--- src/rtl/trace_pkg.sv ---
// Shared types and defaults for the trace capture FIFO.
package trace_pkg;

    localparam int DEPTH_DEF  = 8;
    localparam int DATA_W_DEF = 32;
    localparam int SEQ_W_DEF  = 16;
    localparam int DROP_W     = 16;

    typedef struct packed {
        logic [SEQ_W_DEF-1:0]  seq;
        logic [DATA_W_DEF-1:0] pc;
        logic [DATA_W_DEF-1:0] inst;
        logic [DATA_W_DEF-1:0] rw;
        logic                  flag;
    } trace_rec_t;

    function automatic logic [DROP_W-1:0] sat_inc(input logic [DROP_W-1:0] v);
        return (v == '1) ? v : v + 1'b1;
    endfunction

endpackage

--- src/rtl/trace_ram.sv ---
// Record storage: one synchronous write port, one asynchronous read port.
module trace_ram #(
    parameter int DEPTH = 8,
    parameter int W     = 113,
    parameter int AW    = $clog2(DEPTH)
) (
    input  logic          clock,
    input  logic          we,
    input  logic [AW-1:0] waddr,
    input  logic [W-1:0]  wdata,
    input  logic [AW-1:0] raddr,
    output logic [W-1:0]  rdata
);

    logic [W-1:0] mem [DEPTH];

    always_ff @(posedge clock) begin
        if (we) begin
            mem[waddr] <= wdata;
        end
    end

    assign rdata = mem[raddr];

endmodule

--- src/rtl/trace_capture.sv ---
// Sequence-tagged trace FIFO for per-cycle core outputs with valid/ready drain.
// Optional macro TRACE_DEDUP_EN suppresses attempts that repeat the previous pc.
module trace_capture
    import trace_pkg::*;
#(
    parameter int DEPTH  = DEPTH_DEF,
    parameter int DATA_W = DATA_W_DEF,
    parameter int SEQ_W  = SEQ_W_DEF
) (
    input  logic                  clock,
    input  logic                  rst,
    input  logic                  cap_en,
    input  logic [DATA_W-1:0]     pc_in,
    input  logic [DATA_W-1:0]     inst_in,
    input  logic [DATA_W-1:0]     rw_in,
    input  logic                  flag_in,
    output logic                  out_valid,
    input  logic                  out_ready,
    output logic [DATA_W-1:0]     out_pc,
    output logic [DATA_W-1:0]     out_inst,
    output logic [DATA_W-1:0]     out_rw,
    output logic                  out_flag,
    output logic [SEQ_W-1:0]      out_seq,
    output logic [$clog2(DEPTH):0] count,
    output logic                  overflow,
    output logic [DROP_W-1:0]     drop_cnt
);

    localparam int AW = $clog2(DEPTH);
    localparam int CW = AW + 1;

    typedef struct packed {
        logic [SEQ_W-1:0]  seq;
        logic [DATA_W-1:0] pc;
        logic [DATA_W-1:0] inst;
        logic [DATA_W-1:0] rw;
        logic              flag;
    } rec_t;

    localparam int REC_W = $bits(rec_t);

    logic [AW-1:0]    wptr;
    logic [AW-1:0]    rptr;
    logic [SEQ_W-1:0] seq;
    logic             suppress;
    logic             attempt;
    logic             full;
    logic             push;
    logic             pop;
    logic             drop;
    rec_t             wrec;
    rec_t             head;

`ifdef TRACE_DEDUP_EN
    logic [DATA_W-1:0] hist_pc;
    logic              hist_valid;

    assign suppress = hist_valid && (pc_in == hist_pc);

    always_ff @(posedge clock) begin
        if (!rst) begin
            hist_valid <= 1'b0;
            hist_pc    <= '0;
        end else if (cap_en && !suppress) begin
            hist_valid <= 1'b1;
            hist_pc    <= pc_in;
        end
    end
`else
    assign suppress = 1'b0;
`endif

    // rst folded in so the storage is never written during a reset cycle.
    assign attempt   = rst && cap_en && !suppress;
    assign full      = (count == CW'(DEPTH));
    assign out_valid = (count != '0);
    assign pop       = out_valid && out_ready;
    assign push      = attempt && (!full || pop);
    assign drop      = attempt && full && !pop;

    assign wrec = '{seq: seq, pc: pc_in, inst: inst_in, rw: rw_in, flag: flag_in};

    trace_ram #(
        .DEPTH (DEPTH),
        .W     (REC_W),
        .AW    (AW)
    ) u_ram (
        .clock (clock),
        .we    (push),
        .waddr (wptr),
        .wdata (wrec),
        .raddr (rptr),
        .rdata (head)
    );

    always_ff @(posedge clock) begin
        if (!rst) begin
            wptr     <= '0;
            rptr     <= '0;
            count    <= '0;
            seq      <= '0;
            overflow <= 1'b0;
            drop_cnt <= '0;
        end else begin
            if (push) begin
                wptr <= wptr + 1'b1;
            end
            if (pop) begin
                rptr <= rptr + 1'b1;
            end
            case ({push, pop})
                2'b10:   count <= count + CW'(1);
                2'b01:   count <= count - CW'(1);
                default: count <= count;
            endcase
            // Dropped attempts still burn a sequence number so gaps reveal them.
            if (attempt) begin
                seq <= seq + 1'b1;
            end
            if (drop) begin
                overflow <= 1'b1;
                drop_cnt <= sat_inc(drop_cnt);
            end
        end
    end

    assign out_seq  = out_valid ? head.seq  : '0;
    assign out_pc   = out_valid ? head.pc   : '0;
    assign out_inst = out_valid ? head.inst : '0;
    assign out_rw   = out_valid ? head.rw   : '0;
    assign out_flag = out_valid ? head.flag : 1'b0;

endmodule

--- config.mk ---
export PLATFORM = sky130hd
export DESIGN_NAME = trace_capture
export DESIGN_NICKNAME = d
export VERILOG_FILES = /design/src/rtl/trace_pkg.sv /design/src/rtl/trace_ram.sv /design/src/rtl/trace_capture.sv
export SDC_FILE = /design/constraint.sdc
export NUM_CORES = 1
export LEC_CHECK = 0
export CORE_MARGIN = 2
export CORE_UTILIZATION = 59
export CTS_CLUSTER_SIZE = 14
export DETAILED_ROUTE_END_ITERATION = 12
export HOLD_SLACK_MARGIN = 0.15
export PLACE_DENSITY = 0.8
export SYNTH_ARGS = -nofsm -noshare
export SYNTH_HDL_FRONTEND = slang
export SYNTH_SLANG_ARGS = --single-unit
--- constraint.sdc ---
create_clock -name clock -period 12.4 [get_ports clock]
set_input_delay 1.24 -clock clock [delete_from_list [all_inputs] [get_ports clock]]
set_output_delay 1.24 -clock clock [all_outputs]
set_load 0.05 [all_outputs]
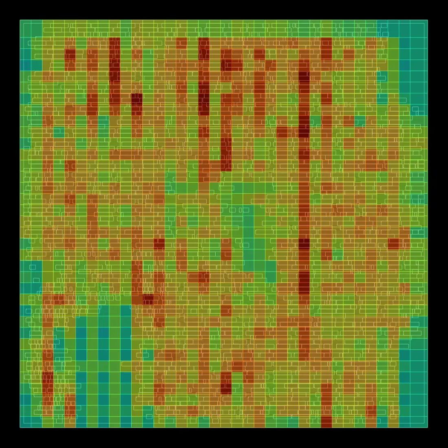
Run 1: track usage over the die
M3 GR Usage: 4.04%
met1 usage: 32.1%
Final Core Density: 69.5%
GRT Total Usage: 23.3%
Routed wire per std cell: 25.8 um

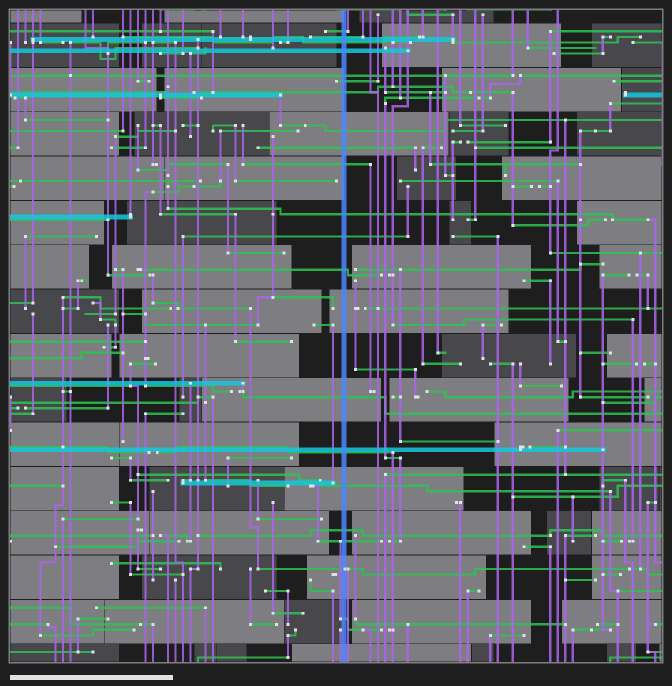
Run 1: a small window of the routed layout
Bar = 10 um. Window x 106 to 146, y 56 to 96 um. Cells in gray, sequential cells in the stronger gray; small squares are vias.
cyan -> M3
green -> M1
purple -> M2
blue -> M4
cells with their middle in the window = 50
most frequent = edfxtp_1 (32), mux4_2 (8), mux2i_1 (5)
netlist names of flops here include = `u_ram.mem` (32)
sequential cells in the window = 32

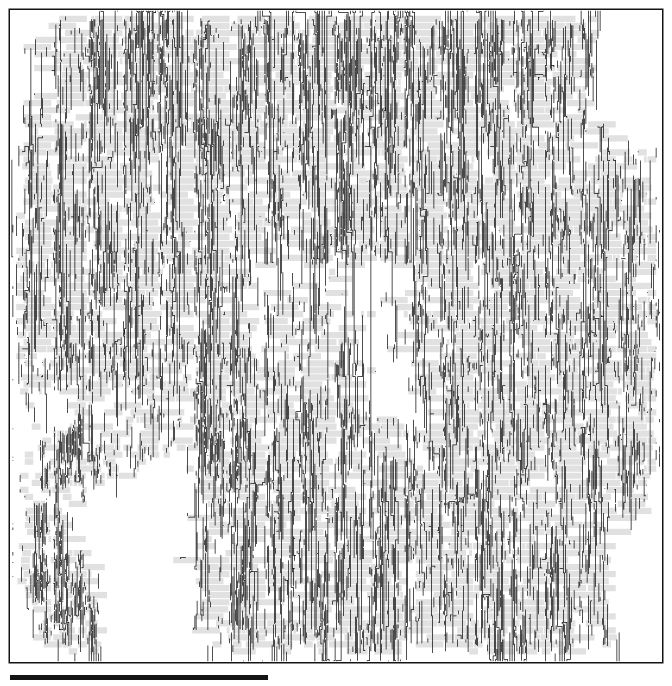
Run 1: met2 routing
Bar = 100 um. Cells faint in the background.
nets with wire on the layer = 1899
longest straight run = 85.2 um
wire length on this layer = 37.5 mm
share of all routed wire = 51%
routed wire length: 73400 um
detailed-route via count: 17500
met2 Use GR: 38.7%

==> run summary, run 1 <==
yosys + openroad results -> R2R depth 9, largest net degree at the start of global routing 114, Crit. End Element output port, layout cells sized above 1 between 20 and 25%, Top cells by area edfxtp_1 (75%), mux4_2 (14%), mux2i_1 (3.4%), dfxtp_1 (2.5%), nor2_1 (1.5%), Arr. time, crit path a little under 5000 ps, dominant logic cell type in the layout edfxtp_1, Worst Slack Setup Final 6230 ps, critical path class flip-flop to output port, CLK BUF 111, WL met3 between 4000 and 5000 um, f_max 162 MHz, design area 42700 um^2, reg2reg end count[1], total power draw roughly 8.9 mW, crit path DRT between 10000 and 15000 ps, Pwr per Cell Area between 200 and 250 nW/um^2, first-pass GRT wire length roughly 110000 um, dominant kind of cell sequential cells, NetSw 2.77 mW, CTS H-tree depth 3, crit path to out_seq[6], FILL cells between 3000 and 4000, Post-synth EDFFs 904, registers about 950, relative slew slack 25.1%, Inverters 8, M1 WL 30100 um, final non-filler cell total 2839, die area between 60000 and 70000 um^2, outcome finished clean, Cell Chain, Critical Path buf_4 > buf_12 > mux4_2 > mux2i_1 > nor2_1 > clkdlybuf4s50_1, Worst-Margin Slew around 1100 ps, max reg flops about 900, Slew Limit Fails 0, worst slack at placement between 6000 and 7000 ps, worst-path fanout max 100, Seq/total area between 60 and 70%, setup bufs post-CTS 0, Clk. pwr between 2 and 3 mW, IO Pins between 200 and 250
--- run 2 (diff from run 1) ---
--- a/config.mk
+++ b/config.mk
@@ -6,11 +6,11 @@
 export NUM_CORES = 1
 export LEC_CHECK = 0
 export CORE_MARGIN = 2
-export CORE_UTILIZATION = 59
+export CORE_UTILIZATION = 53
 export CTS_CLUSTER_SIZE = 14
 export DETAILED_ROUTE_END_ITERATION = 12
 export HOLD_SLACK_MARGIN = 0.15
-export PLACE_DENSITY = 0.8
+export PLACE_DENSITY = 0.75
 export SYNTH_ARGS = -nofsm -noshare
 export SYNTH_HDL_FRONTEND = slang
 export SYNTH_SLANG_ARGS = --single-unit
==> constraint.sdc (replaced) <==
create_clock -name clock -period 5.2 [get_ports clock]
set_input_delay 0.52 -clock clock [delete_from_list [all_inputs] [get_ports clock]]
set_output_delay 0.52 -clock clock [all_outputs]
set_load 0.05 [all_outputs]
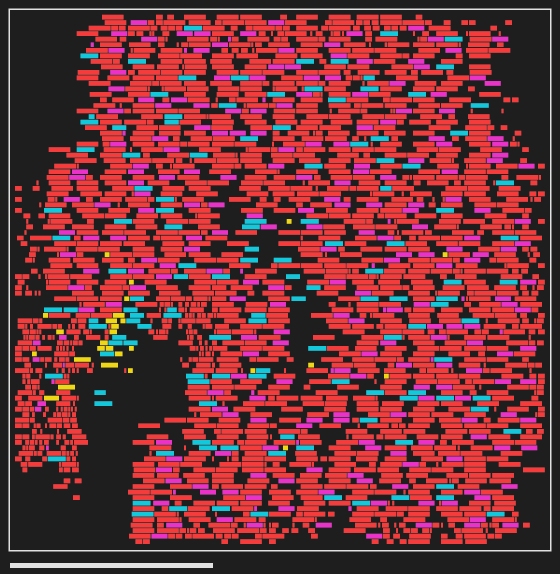
Run 2: cell sizes after repair
Bar = 100 um.
cyan -> x6 and larger  # cells 129, share 6.3%
magenta -> x2  # cells 252, share 12%
yellow -> x3 and x4  # cells 27, share 1.3%
red -> x1 and smaller  # cells 1639, share 80%
P&R area growth vs syn: 18.2%
Worst Slack Setup Final: 985 ps
Buffers, non-clock: 263
design area: 43000 um^2

==> run 2 against run 1 <==
Against the previous run: wire length is 1.2% higher; non-clock buffer count is 2 higher; sequential power rose by 140%; sequential share of layout area fell by 0.49 points; setup slack lost 5200 ps; first-iteration DRC count grew 16%; final area increased by 0.75%; via count decreased by 0.26%; critical path depth down 1; sequential cell count stayed put.
==> run summary, run 2 <==
yosys + openroad results -> M1 WL around 31000 um, critical path class flip-flop to output port, max reg flops roughly 900, largest net degree at the start of global routing 114, Slew Limit Fails 0, Seq/total area roughly 65%, Worst-Margin Slew 1190 ps, crit path to out_seq[13], layout cells sized above 1 approximately a fifth, Final Core Density between 60% and 70%, die area ~70000 um^2, Arr. time, crit path roughly 3700 ps, CTS H-tree depth 3, Top cells by area edfxtp_1 (75%), mux4_2 (14%), mux2i_1 (3.4%), dfxtp_1 (2.5%), nor2_1 (1.5%), NetSw ~6.7 mW, Crit. End Element output port, Routed wire per std cell between 20 and 30 um, reg2reg end u_ram.mem[6][48], M3 GR Usage 3.88%, R2R depth 5, Clk. pwr ~6.5 mW, first-pass GRT wire length between 100000 and 150000 um, CLK BUF roughly 120, outcome finished clean, met1 usage between 20% and 30%, worst-path fanout max 33, IO Pins around 240, Cell Chain, Critical Path buf_4 > mux4_2 > mux2i_1 > nor2_1 > clkdlybuf4s50_1, crit path DRT about 4700 ps
Power and IR drop assume default switching activity.
